==> images/cell_classes.png <==
Scale: 4 px per um.
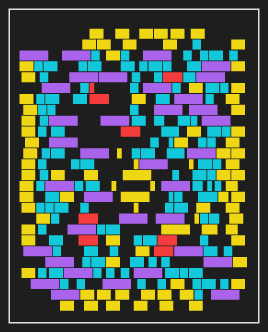
==> images/final_congestion.png <==
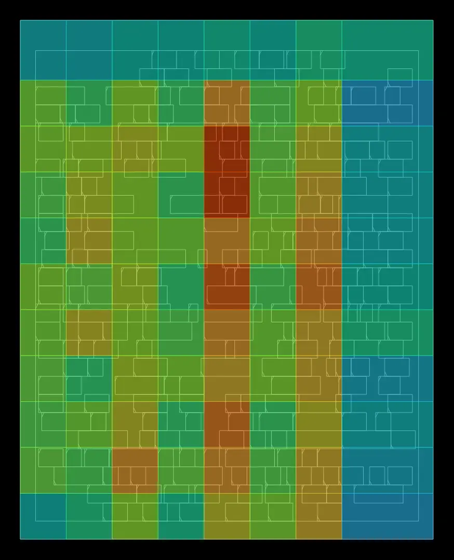
==> images/drive_strength.png <==
Scale: 4 px per um.
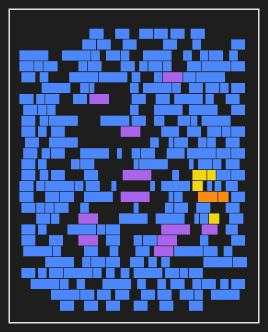
==> images/zoom.png <==
Region (3, 46) to (28, 71) um. Cells in gray, sequential cells in the stronger gray; small squares are vias.
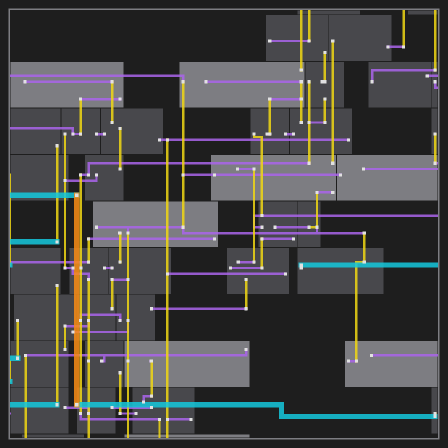
==> images/met1.png <==
Scale: 6 px per um.
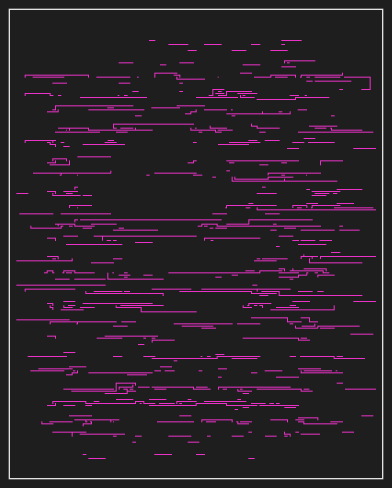
File: src/rtl/pipe_reg_elastic_pkg.sv
// pipe_pkg: shared depth limits, stage control encoding and count-width helper
// for the elastic pipeline register.
package pipe_pkg;

    localparam int PIPE_MAX_DEPTH = 8;

    // Per-stage control issued by the chain logic each cycle.
    typedef enum logic [1:0] {
        STG_HOLD  = 2'd0,
        STG_LOAD  = 2'd1,
        STG_CLEAR = 2'd2
    } stage_op_e;

    // Width of the occupancy counter: must hold DEPTH stages plus one skid entry.
    function automatic int pipe_count_w(input int depth);
        int d;
        d = (depth > PIPE_MAX_DEPTH) ? PIPE_MAX_DEPTH : depth;
        return $clog2(d + 2);
    endfunction

endpackage

File: src/rtl/pipe_reg_elastic_stage.sv
// pipe_stage: one data+valid register of the elastic chain.
// Load takes the source valid and only overwrites data when the source is valid,
// so the last delivered payload stays visible on an empty stage.
module pipe_stage
    import pipe_pkg::*;
#(
    parameter int               WIDTH   = 32,
    parameter logic [WIDTH-1:0] RST_VAL = '0
) (
    input  logic             i_clk,
    input  logic             i_rst,
    input  stage_op_e        i_op,
    input  logic             i_valid,
    input  logic [WIDTH-1:0] i_data,
    output logic             o_valid,
    output logic [WIDTH-1:0] o_data
);

    logic             r_valid;
    logic [WIDTH-1:0] r_data;

    // Stage register: reset, load from source, clear valid (flush) or hold.
    always_ff @(posedge i_clk) begin
        if (i_rst) begin
            r_valid <= 1'b0;
            r_data  <= RST_VAL;
        end else begin
            case (i_op)
                STG_LOAD: begin
                    r_valid <= i_valid;
                    if (i_valid) begin
                        r_data <= i_data;
                    end
                end
                STG_CLEAR: r_valid <= 1'b0;
                default:   ;
            endcase
        end
    end

    assign o_valid = r_valid;
    assign o_data  = r_data;

endmodule

File: src/rtl/pipe_reg_elastic.sv
// pipe_reg_elastic: chain of DEPTH elastic stages with valid/ready handshake,
// bubble collapsing, global stall and synchronous flush.
// Optional macro PIPE_REG_ELASTIC_SKID_EN adds a one-entry skid ahead of stage 0
// and makes in_ready come from a flop, breaking the out_ready->in_ready path.
module pipe_reg_elastic
    import pipe_pkg::*;
#(
    parameter int               WIDTH   = 32,
    parameter int               DEPTH   = 1,
    parameter logic [WIDTH-1:0] RST_VAL = '0
) (
    input  logic                            i_clk,
    input  logic                            i_rst,
    input  logic                            i_stall,
    input  logic                            i_flush,
    input  logic                            i_in_valid,
    output logic                            o_in_ready,
    input  logic [WIDTH-1:0]                i_in,
    output logic                            o_out_valid,
    input  logic                            i_out_ready,
    output logic [WIDTH-1:0]                o_out,
    output logic [pipe_count_w(DEPTH)-1:0]  o_count
);

    localparam int CW = pipe_count_w(DEPTH);

    logic [DEPTH-1:0] w_valid;
    logic [WIDTH-1:0] w_data [DEPTH];
    logic [DEPTH:0]   w_rdy;
    stage_op_e        w_op [DEPTH];

    logic             w_go;
    logic             w_acc;
    logic             w_xfer_out;
    logic             w_src0_valid;
    logic [WIDTH-1:0] w_src0_data;
    logic [CW-1:0]    r_count;

    assign w_go = !i_stall && !i_flush;

    // Ready ripples back from the output: an empty stage is always ready,
    // which is what lets bubbles collapse while downstream is blocked.
    always_comb begin
        w_rdy[DEPTH] = i_out_ready;
        for (int i = DEPTH - 1; i >= 0; i--) begin
            w_rdy[i] = !w_valid[i] || w_rdy[i+1];
        end
    end

`ifdef PIPE_REG_ELASTIC_SKID_EN
    logic             r_skid_valid;
    logic [WIDTH-1:0] r_skid_data;
    logic             r_in_ready;
    logic             w_skid_valid_nxt;

    // Stall/flush still gate the flop so nothing is taken in a frozen cycle.
    assign o_in_ready   = r_in_ready && w_go;
    assign w_acc        = i_in_valid && o_in_ready;
    assign w_src0_valid = r_skid_valid || w_acc;
    assign w_src0_data  = r_skid_valid ? r_skid_data : i_in;

    // Skid occupancy: holds an entry accepted while stage 0 was blocked and
    // drains it into stage 0 first; while full, the registered in_ready is low.
    always_comb begin
        w_skid_valid_nxt = r_skid_valid;
        if (i_flush) begin
            w_skid_valid_nxt = 1'b0;
        end else if (w_go) begin
            if (r_skid_valid) begin
                w_skid_valid_nxt = !w_rdy[0];
            end else begin
                w_skid_valid_nxt = w_acc && !w_rdy[0];
            end
        end
    end

    // Skid register and the registered in_ready derived from its next state.
    always_ff @(posedge i_clk) begin
        if (i_rst) begin
            r_skid_valid <= 1'b0;
            r_skid_data  <= RST_VAL;
            r_in_ready   <= 1'b1;
        end else begin
            r_skid_valid <= w_skid_valid_nxt;
            r_in_ready   <= !w_skid_valid_nxt;
            if (w_acc && !r_skid_valid && !w_rdy[0]) begin
                r_skid_data <= i_in;
            end
        end
    end
`else
    assign o_in_ready   = w_rdy[0] && w_go;
    assign w_acc        = i_in_valid && o_in_ready;
    assign w_src0_valid = w_acc;
    assign w_src0_data  = i_in;
`endif

    for (genvar gi = 0; gi < DEPTH; gi++) begin : g_stage
        logic             w_src_valid;
        logic [WIDTH-1:0] w_src_data;

        if (gi == 0) begin : g_head
            assign w_src_valid = w_src0_valid;
            assign w_src_data  = w_src0_data;
        end else begin : g_body
            assign w_src_valid = w_valid[gi-1];
            assign w_src_data  = w_data[gi-1];
        end

        assign w_op[gi] = i_flush                ? STG_CLEAR :
                          (w_go && w_rdy[gi])    ? STG_LOAD  :
                                                   STG_HOLD;

        pipe_stage #(
            .WIDTH   (WIDTH),
            .RST_VAL (RST_VAL)
        ) u_stage (
            .i_clk   (i_clk),
            .i_rst   (i_rst),
            .i_op    (w_op[gi]),
            .i_valid (w_src_valid),
            .i_data  (w_src_data),
            .o_valid (w_valid[gi]),
            .o_data  (w_data[gi])
        );
    end

    assign o_out       = w_data[DEPTH-1];
    assign o_out_valid = w_valid[DEPTH-1] && w_go;
    assign w_xfer_out  = o_out_valid && i_out_ready;

    // Occupancy: +1 per accepted input, -1 per delivered output, zeroed on flush.
    always_ff @(posedge i_clk) begin
        if (i_rst || i_flush) begin
            r_count <= '0;
        end else begin
            r_count <= r_count + CW'(w_acc) - CW'(w_xfer_out);
        end
    end

    assign o_count = r_count;

endmodule
File: config.mk
export PLATFORM = sky130hd
export DESIGN_NAME = pipe_reg_elastic
export DESIGN_NICKNAME = d
export VERILOG_FILES = /design/src/rtl/pipe_reg_elastic_pkg.sv /design/src/rtl/pipe_reg_elastic_stage.sv /design/src/rtl/pipe_reg_elastic.sv
export SDC_FILE = /design/constraint.sdc
export NUM_CORES = 1
export LEC_CHECK = 0
export CORE_AREA = 2 2 60 76
export CTS_CLUSTER_SIZE = 28
export DETAILED_ROUTE_END_ITERATION = 8
export DIE_AREA = 0 0 62 78
export GPL_TIMING_DRIVEN = 0
export MAX_ROUTING_LAYER = met4
export PLACE_DENSITY = 0.77
export SYNTH_ARGS = -nofsm -noshare
export SYNTH_HDL_FRONTEND = slang
export SYNTH_SLANG_ARGS = --single-unit
File: constraint.sdc
create_clock -name i_clk -period 2.5 [get_ports i_clk]
set_input_delay 0.625 -clock i_clk [delete_from_list [all_inputs] [get_ports i_clk]]
set_output_delay 0.625 -clock i_clk [all_outputs]
set_load 0.02 [all_outputs]
==> impl_metrics.ini <==
; generated from flow reports
[run_status]
status = finished, final reports clean

[worst_setup_path]
timing.critical_path.fanout_max = 6
timing_worst_setup_path_type = in -> reg
cell_by_cell_trace_of_the_critical_path = clkdlybuf4s50_1 -> nor2_2 -> and3_1 -> buf_6 -> inv_1 -> ha_1 -> inv_1 -> ha_1 -> xor2_1 -> xnor2_1 -> nor3_1
cpPeakStageDelay_ns = 0.51
regToRegStartpoint = g_stage[0].u_stage.o_valid$_SDFFE_PP0P_
critPathCaptureType = register
timing.critical_path.buf_inv = 4
critPathSlowestCell = clkdlybuf4s50_1

[floorplan]
dieArea_sq_um = 4840
chipHeight_um = 78
die_w_um = 62
rows = 26
floorplanUtilization = 0.405
core_sq_um = 4070

[grt]
grt_remaining_overflow = 0
grt_antenna_before_repair = 0
grt_pass1_vias = 1250
grt_pass1_wl_um = 5440
grt_max_degree = 11

[sta]
timing.final.max_slew_violations = 0
grt_setup_unrepaired = false
final.period_utilization = 0.957
timing.final.setup_violations = 0
final.setup_skew_ns = 0.00135
final.setup.worst_slack_ns = 0.108
hold_viol_final = 0

[synth]
synth_top_cell_by_area = dfxtp_1
topCellsByArea = dfxtp_1 (43%), nand2b_1 (24%), mux2i_1 (19%)
synth.yosys.warnings = 0
yosys-stat-area_sq_um = 1650
total_cells_reported_by_yosys_after_synthesis = 159
syn-num-nets = 199

[clocking]
clock_net_sink_count = 35
htree_levels = 2
cts_made_buffers = 5

[routing]
drt_pre_antenna_iters = 4
first_iter_violations = 63
vias_per_cell = 4.41

[place]
post_placement_cell_area_sq_um = 2440
port_buffers = 72
dp_slack_ns = -0.236

[layout]
most_common_logic_cell_in_the_routed_design = clkdlybuf4s50_1
drive_above_1_share = 0.0708
finish.net_count = 279
layout-area-overhead-vs-synth_pct = 54.4

[worst_hold_path]
hold_path.class = reg -> reg

[run]
warning_count = 26
Notes on cell_classes.png above:
- flip-flops: purple (cells 35; share of their area 28%)
- clock drivers and dummy loads: red (cells 8; share of their area 4.0%)
- other buffers and delay cells: yellow (cells 84; share of their area 33%)
- all other logic: cyan (cells 113; share of their area 34%)

Notes on final_congestion.png above:
drt wl/cell: 11.4 um
met2 track demand over resource: 0.233
met3 track demand over resource: 0.0600
met1 track demand over resource in global routing: 0.180
post-layout util: 0.625

Notes on drive_strength.png above:
- drive 3 to 4: orange (cells 2; share 0.83%)
- drive 1 or less: blue (cells 223; share 93%)
- drive 2: yellow (cells 4; share 1.7%)
- drive 6 and up: purple (cells 11; share 4.6%)

Notes on zoom.png above:
- met2: yellow
- met3: cyan
- met1: purple
- met4: orange
- sequential cells in the window: 7
- cells with their middle in the window: 33
- most frequent: nand2b_1 (10), clkdlybuf4s50_1 (9), dfxtp_1 (7)
- netlist names of flops here include: `g_stage.u_stage.o_data` (7)

Notes on met1.png above:
- longest straight run: 23.5 um
- wire length on this layer: 1,500 um
- share of all routed wire: 44%
- main direction: horizontal
- nets with wire on the layer: 236

==> worst register-to-register path: cells and delay by family, from the launching register on <==
kind,cells,cell delay [ns]
xor gates and xnor gates,2,0.34
adders and majority gates,2,0.36
buffers and inverters,3,0.28
DFF,1,0.39
and+or+nand+nor,3,0.30
==> per-stage QoR <==
| stage | std cells | TNS, ns | utilization | hold WS (ns) |
|---|---|---|---|---|
| 3_3_place_gp | 287 | -0.545 | 0.599 | 0.458 |
| 6_report | 296 | 0 | 0.625 | 0.472 |
| 4_1_cts | 295 | 0 | 0.623 | 0.478 |
| 2_1_floorplan | 159 | 0 | - | 0.546 |
| 5_1_grt | 296 | 0 | 0.625 | 0.493 |
| 3_5_place_dp | 287 | -0.584 | 0.599 | 0.462 |
==> report_power, final <==
group | internal, uW | total, uW | leakage [uW] | switching [uW]
Sequential | 577 | 587 | 0.000284 | 10.0
Clock | 251 | 443 | 0.0000515 | 192
Combinational | 131 | 212 | 0.000597 | 80.9
Total | 959 | 1240 | 0.000933 | 283
==> layout make-up <==
| cell class | count | area, sq um |
|---|---|---|
| Buffer | 11 | 97.6 |
| Timing Repair Buffer | 73 | 726 |
| Fill cell | 374 | 1520 |
| Clock buffer | 8 | 100 |
| Tap cell | 56 | 70.1 |
| Multi-Input combinational cell | 110 | 837 |
| Inverter | 3 | 11.3 |
| Sequential cell | 35 | 701 |
==> synth_stat cells <==
library cell and count:
inv_1 3, xnor2_1 1, buf_12 3, buf_6 1, nor2_2 1, dfxtp_1 35, ha_1 2, nor3_1 2
mux2i_1 32, nand2b_4 1, and3_1 1, a211o_2 1, a21oi_1 1, nand2b_1 64, nor3b_1 1, clkbuf_1 7
xor2_1 1, and3_2 1, and2_2 1
==> state kept, by name, summed over array words and instances, names as in the netlist <==
name / cells
g_stage.u_stage.o_data: 32
o_count: 2
g_stage.u_stage.o_valid: 1
==> cells by family after synthesis <==
group           share of synthesized area
simple gates                        0.279
flops                               0.426
mux                                 0.195
buf+inv                            0.0661
compound gates                    0.00912
xor+xnor                           0.0106
fa+ha+maj                          0.0152
==> metal layers <==
metal  track usage  vias to the layer above  part of all wire  wire [um]
met3        0.0600                        5             0.075        253
met1         0.180                      575              0.44       1500
met5             -                        -                 0          0
met2         0.233                       51              0.47       1580
li1              -                      673                 -          -
met4        0.0511                        0             0.014         48
==> timing repair <==
action / 4_1_cts / 5_1_grt
hold buffers: 0 / 0
pin swaps: 0 / 1
resized: 2 / 0
setup buffers: 0 / 1
setup endpoints to repair: 2 / 2
==> final timing paths <==
path,to,slack [ns],cells after the start
min,g_stage[0].u_stage.o_data[12]$_SDFFE_PP0P_,0.47,2
min reg2reg,g_stage[0].u_stage.o_data[12]$_SDFFE_PP0P_,0.47,2
max reg2reg,o_count[1]$_SDFF_PP0_,0.72,10
max,o_count[1]$_SDFF_PP0_,0.11,11
Power figures rest on the tool's default switching activity, not on a simulated workload.
